==> images/power_grid.png <==
Bar = 50 um. Pins as bars on the die edge.
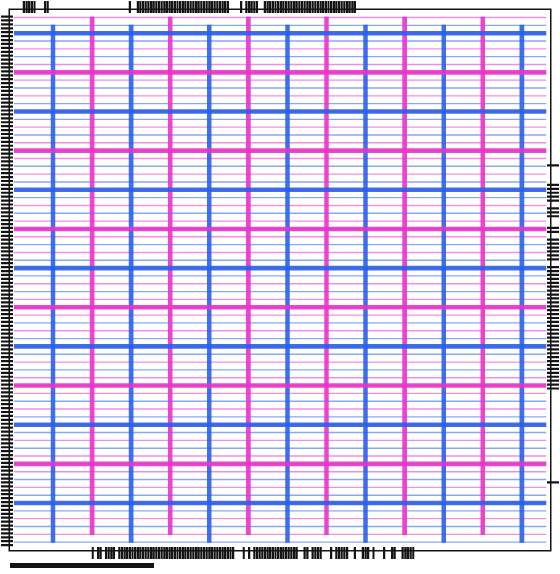
==> images/placement_by_type.png <==
Bar = 50 um.
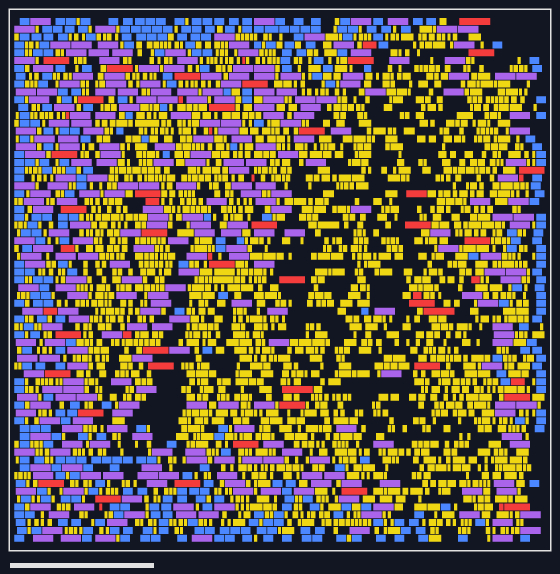
==> images/clk_routes.png <==
Bar = 50 um.
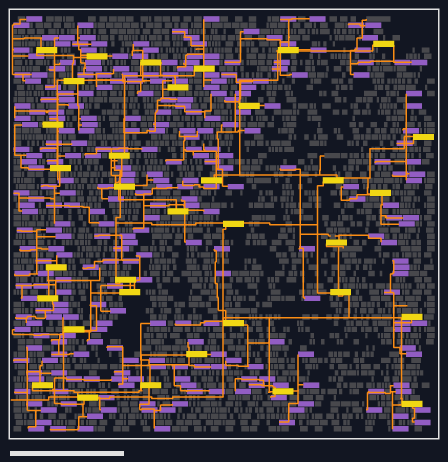
==> images/wires.png <==
Only two layers are drawn.
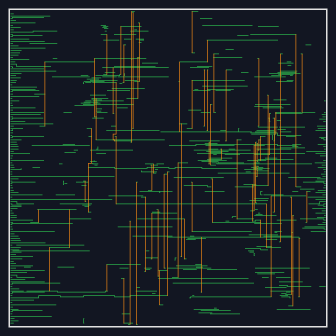
--- config.mk ---
export PLATFORM = sky130hd
export DESIGN_NAME = dds_sweep_ctrl
export DESIGN_NICKNAME = d
export VERILOG_FILES = /design/src/rtl/dds_sweep_ctrl.sv
export SDC_FILE = /design/constraint.sdc
export NUM_CORES = 1
export LEC_CHECK = 0
export ABC_CLOCK_PERIOD_IN_PS = 11720
export CAP_MARGIN = 20
export CORE_UTILIZATION = 55
export CTS_CLUSTER_DIAMETER = 100
export DETAILED_ROUTE_END_ITERATION = 8
export PLACE_DENSITY = 0.89
export SLEW_MARGIN = 20
export SYNTH_ARGS = -nofsm -noshare
export SYNTH_HDL_FRONTEND = slang
export SYNTH_SLANG_ARGS = --single-unit
--- constraint.sdc ---
create_clock -name clk -period 11.72 [get_ports clk]
set_input_delay 1.758 -clock clk [delete_from_list [all_inputs] [get_ports clk]]
set_output_delay 1.758 -clock clk [all_outputs]
set_load 0.05 [all_outputs]
--- src/rtl/dds_sweep_ctrl.sv ---
// Frequency sweep sequencer for one dds_slave channel: ramps the frequency
// word from start to stop with a per-step dwell, then optionally launches a
// phase adjustment and waits for its completion edge.
module dds_sweep_ctrl #(
  parameter logic [31:0] ADJ_TIMEOUT = 32'd2_000_000
) (
  input  logic        clk,
  input  logic        reset,
  input  logic        start,
  input  logic        abort,
  input  logic [31:0] f_start,
  input  logic [31:0] f_stop,
  input  logic [31:0] f_step,
  input  logic [31:0] dwell,
  input  logic        ph_adj_en,
  input  logic [31:0] desired_phase,
  input  logic [31:0] delay_time,
  input  logic [31:0] work_time,
  input  logic        dds_ph_adj_ready,
  output logic [31:0] dds_freq,
  output logic        dds_synch,
  output logic        dds_ph_adj_start,
  output logic [31:0] dds_desired_phase,
  output logic [31:0] dds_delay_time,
  output logic [31:0] dds_work_time,
  output logic        busy,
  output logic        done,
  output logic        err,
  output logic [1:0]  state
);

  localparam int unsigned W = 32;

  typedef enum logic [1:0] {
    S_IDLE     = 2'd0,
    S_DWELL    = 2'd1,
    S_ADJ_WAIT = 2'd2,
    S_DONE     = 2'd3
  } state_t;

  state_t         cur, nxt;
  logic [W-1:0]   stop_q, step_q, dwell_q;
  logic           adj_en_q, up_q, ready_q;
  logic [W-1:0]   cnt_q, cnt_nxt, tcnt_q, tcnt_nxt, tcnt_inc;
  logic [W-1:0]   freq_nxt, step_val;
  logic           synch_nxt, adj_start_nxt, err_nxt, load;
  logic [W:0]     sum_w, diff_w;

  assign state = cur;

  // Next ramp value: 33-bit add/subtract, clamped to the stop word
  always_comb begin
    sum_w  = {1'b0, dds_freq} + {1'b0, step_q};
    diff_w = {1'b0, dds_freq} - {1'b0, step_q};
    if (step_q == '0) begin
      step_val = stop_q;
    end else if (up_q) begin
      step_val = (sum_w > {1'b0, stop_q}) ? stop_q : sum_w[W-1:0];
    end else begin
      step_val = (diff_w[W] || (diff_w[W-1:0] < stop_q)) ? stop_q : diff_w[W-1:0];
    end
  end

  // Next-state and next-output decode
  always_comb begin
    nxt           = cur;
    freq_nxt      = dds_freq;
    synch_nxt     = 1'b0;
    adj_start_nxt = 1'b0;
    err_nxt       = err;
    cnt_nxt       = cnt_q;
    tcnt_nxt      = tcnt_q;
    tcnt_inc      = tcnt_q + W'(1);
    load          = 1'b0;
    unique case (cur)
      S_IDLE: begin
        if (start && !abort) begin
          load      = 1'b1;
          freq_nxt  = f_start;
          synch_nxt = 1'b1;
          cnt_nxt   = W'(1);
          err_nxt   = 1'b0;
          nxt       = S_DWELL;
        end
      end
      S_DWELL: begin
        if (abort) begin
          nxt = S_IDLE;
        end else if (cnt_q == dwell_q) begin
          if (dds_freq != stop_q) begin
            freq_nxt  = step_val;
            synch_nxt = 1'b1;
            cnt_nxt   = W'(1);
          end else if (adj_en_q) begin
            adj_start_nxt = 1'b1;
            tcnt_nxt      = '0;
            nxt           = S_ADJ_WAIT;
          end else begin
            nxt = S_DONE;
          end
        end else begin
          cnt_nxt = cnt_q + W'(1);
        end
      end
      S_ADJ_WAIT: begin
        if (abort) begin
          nxt = S_IDLE;
        end else if (dds_ph_adj_ready && !ready_q) begin
          nxt = S_DONE;
        end else begin
          tcnt_nxt = tcnt_inc;
          if (tcnt_inc >= ADJ_TIMEOUT) begin
            err_nxt = 1'b1;
            nxt     = S_IDLE;
          end
        end
      end
      S_DONE: begin
        nxt = S_IDLE;
      end
    endcase
  end

  // State, output and command-latch registers
  always_ff @(posedge clk) begin
    if (reset) begin
      cur               <= S_IDLE;
      dds_freq          <= '0;
      dds_synch         <= 1'b0;
      dds_ph_adj_start  <= 1'b0;
      dds_desired_phase <= '0;
      dds_delay_time    <= '0;
      dds_work_time     <= '0;
      busy              <= 1'b0;
      done              <= 1'b0;
      err               <= 1'b0;
      cnt_q             <= '0;
      tcnt_q            <= '0;
      ready_q           <= 1'b0;
      stop_q            <= '0;
      step_q            <= '0;
      dwell_q           <= '0;
      adj_en_q          <= 1'b0;
      up_q              <= 1'b0;
    end else begin
      cur              <= nxt;
      dds_freq         <= freq_nxt;
      dds_synch        <= synch_nxt;
      dds_ph_adj_start <= adj_start_nxt;
      busy             <= (nxt != S_IDLE);
      done             <= (nxt == S_DONE);
      err              <= err_nxt;
      cnt_q            <= cnt_nxt;
      tcnt_q           <= tcnt_nxt;
      ready_q          <= dds_ph_adj_ready;
      if (load) begin
        stop_q            <= f_stop;
        step_q            <= f_step;
        dwell_q           <= (dwell == '0) ? W'(1) : dwell;
        adj_en_q          <= ph_adj_en;
        up_q              <= (f_stop >= f_start);
        dds_desired_phase <= desired_phase;
        dds_delay_time    <= delay_time;
        dds_work_time     <= work_time;
      end
    end
  end

endmodule

==> metrics.yaml <==
clock-skew-final_ps: 21.4
seqCellArea_sq_um: 5970
final_layout_size_suffix_gt1_frac: 0.0309
core_area_sq_um: 33700
grt_pass1_vias: 19300
power.ir.vdd_worst_uv: 134
synth_adder_area_share: 0.109
finish.instance_area_sq_um: 23800
crit_fanout: 23
maxCapViolCount: 0
mux_area_share: 0.00218
regToRegSetupSlack_ps: 4680
cpMaxStageDelayCell: "o31ai_4"
ys_ff: 298
path_delay_family: "AND-OR/OR-AND gates"
finalHoldViolCount: 0
insertion_delay_ps: 550
sequential_cell_total: 298
port-buffer-count: 364
setup_ws_ps: 4680
tap_cells: 448
number_of_cells_produced_by_synthesis: 2565
finalHoldWorstSlack_ps: 452
yosys.cell_types.count: 83
numCtsBuffers: 34
synthArstFlopShare: 0
achievable-frequency_mhz: 142
crit-reg2reg-capture: "dds_freq[10]"
ctsResizeCount: 0
nFillCells: 2696
p_leak_nw: 9.53
route.detailed.drc: 0
relSlewSlack: 0.244
layout.clock.cell_area_share: 0.0461
timing.critical_path.to: "dds_freq[10]"
gp_congestion: 1.03
design.final.nets: 3220
global_route.overflow_total: 0
dominant_cells: "multi-input combinational cells"
data_path_buffer_share_of_cell_area_in_the_final_layout: 0.157
wire_length_of_the_first_global_routing_pass_mm: 103
max-clock-path-buffers: 3
synth-main-ff-cell: "dfxtp_1"
cp_cell_sequence: "inv_1 > ha_1 > nor2b_1 > a211oi_1 > nor3_1 > a311o_1 > a31oi_1 > o21ai_2 > a31oi_1 > nor3_1 > nor3_1 > ha_1 > nand4_1 > nor2_1 > nand4_1 > nor2_1 > a2111o_1 > a21oi_1 > o21bai_1 > o31ai_4 > nor2_1 > or3_1 > a311oi_2"
detail_route.first_pass.iterations: 6
cts_root_buffer: "clkbuf_16"
worstMarginPinSlew_ps: 1130
standard_cell_area_after_detailed_placement_sq_um: 22700
top_logic_cell_by_instance_count_in_the_layout: "nand2_1"
htree_levels: 2
fp_nets: 2959
met2_wirelength_mm: 31.7
chip_area_sq_um: 35200
area.share.sequential: 0.251
comb-cell-share: 0.501
ant_nets: 0
pwr_density_cell_nw_per_um2: 138
multi_input_comb_area_sq_um: 11900
gr-usage-all-layers: 0.362
regToRegStartpoint: "step_q[9]"
cp_num_cells: 23
synth.yosys.chip_area_sq_um: 18900
crit_start: "step_q[9]"
crit_arrival_ps: 7500
hp-class: "reg -> reg"
antenna_diode_count: 2
synth_area_sq_um: 18900
post-place-cells: 3238
synthToLayoutAreaGrowth_pct: 25.4
synthesis.area_per_instance_sq_um: 7.38
grt_antenna_before_repair: 2
timing.critical_path.required_ps: 12170
setup.worst_path.start_class: "flop"
synth.yosys.seq_area_share: 0.315
stage_log_warnings: 62
final_util: 0.705
initialDrtViolationCount: 1635
nClkBuffers: 44
synthTopLogicFamily: "simple AND/OR/NAND/NOR gates"
cts_hold_buf: 0
run_status: "complete, no violations"
timing_worst_setup_path_type: "reg -> reg"
cts_tree: "yes"
post-route-min-period_ps: 7040
final_min_period_over_clock_period: 0.601
worst_hold_path.endpoint: "dds_delay_time[14]"
chip_height_um: 188
post_synth_xor_area_fraction: 0.0647
top_signal_layer_used: "met4"
worstSetupEndpointType: "flop"
drv_slew: 0
whs_path_depth: 2
worstRegToRegCells: 23
via_total_after_detailed_routing: 19700
post-dp-hpwl_mm: 48.9
dpl_worst_slack_ps: 4760
compound_area_frac: 0.210
wirelength_met1_mm: 26.0
edf_count: 0
power_mw: 3.27
clkSlewWorstSetupHoldPaths_ps: 60
setup_viol_count_final: 0
die_w_um: 188
route.detailed.vias_per_inst: 5.99
setup_total_negative_slack_ps: 0
grt_start_max_net_pins: 102
layout.cells.most_common_list: "nand2_1 (497), clkdlybuf4s50_1 (363), a21oi_1 (327)"
Notes on power_grid.png above:
[blue] VSS
[magenta] VDD
met5 straps: 13
met1 rails: 68
rows: 67

Notes on placement_by_type.png above:
[blue] remaining buffers and delay cells | cells: 376 | share of their area: 16%
[purple] sequential cells | cells: 298 | share of their area: 26%
[red] clock drivers and dummy loads | cells: 55 | share of their area: 4.7%
[yellow] combinational and other logic | cells: 2,116 | share of their area: 53%

Notes on clk_routes.png above:
[yellow] clock drivers | count: 34
[purple] flip-flops | count: 298
[orange] clock wires | length: 3,890 um
flops lie: all over the die
routed clock nets: 35

Notes on wires.png above:
[green] metal 3 | wire length: 5,230 um
[orange] metal 4 | wire length: 2,500 um

-- cells in the mapped netlist (3+ instances only) --
cell type / number / area, sq um
a21o_1: 21 / 158
o32ai_1: 4 / 35.0
or4_1: 7 / 52.6
a22oi_1: 3 / 22.5
a311oi_1: 20 / 175
buf_2: 20 / 100
dfxtp_1: 298 / 5970
nand3_1: 36 / 180
a21oi_1: 328 / 1640
or3_1: 20 / 125
o221ai_1: 4 / 35.0
o22ai_1: 9 / 56.3
o21bai_1: 15 / 113
o31ai_1: 12 / 90.1
xor2_1: 87 / 762
nand4b_1: 3 / 26.3
o211ai_1: 26 / 195
nor2_1: 209 / 785
a31oi_1: 23 / 144
o21ba_2: 3 / 30.0
and3_1: 23 / 144
xnor2_1: 53 / 464
o311a_1: 3 / 30.0
a2111oi_0: 3 / 26.3
nand3b_1: 5 / 37.5
inv_1: 131 / 492
clkbuf_1: 125 / 469
mux2i_1: 3 / 30.0
a211o_1: 5 / 43.8
nand4_1: 41 / 257
a221oi_1: 5 / 43.8
nor3_1: 36 / 180
buf_1: 3 / 11.3
nand2b_1: 37 / 231
or2_2: 4 / 25.0
and4_1: 10 / 87.6
a21boi_0: 3 / 22.5
nor2b_1: 26 / 163
nand2_1: 497 / 1870
o21ai_0: 109 / 546
a211oi_1: 23 / 173
o21a_1: 9 / 67.6
ha_1: 162 / 2030
nor4_1: 49 / 307
-- power breakdown --
part	leakage [nW]	total (mW)	switching, mW	internal (mW)
logic	6.57	1.11	0.685	0.423
registers	2.43	1.10	0.0474	1.06
clock network	0.539	1.06	0.445	0.614
-- metal layers --
metal / up-vias / GRT usage
met2: 835 / 0.632
li1: 9413 / -
met4: 0 / 0.140
met5: - / 0
met3: 148 / 0.0711
met1: 9341 / 0.437
No activity file was given, so power comes from the tool's default toggle rates.
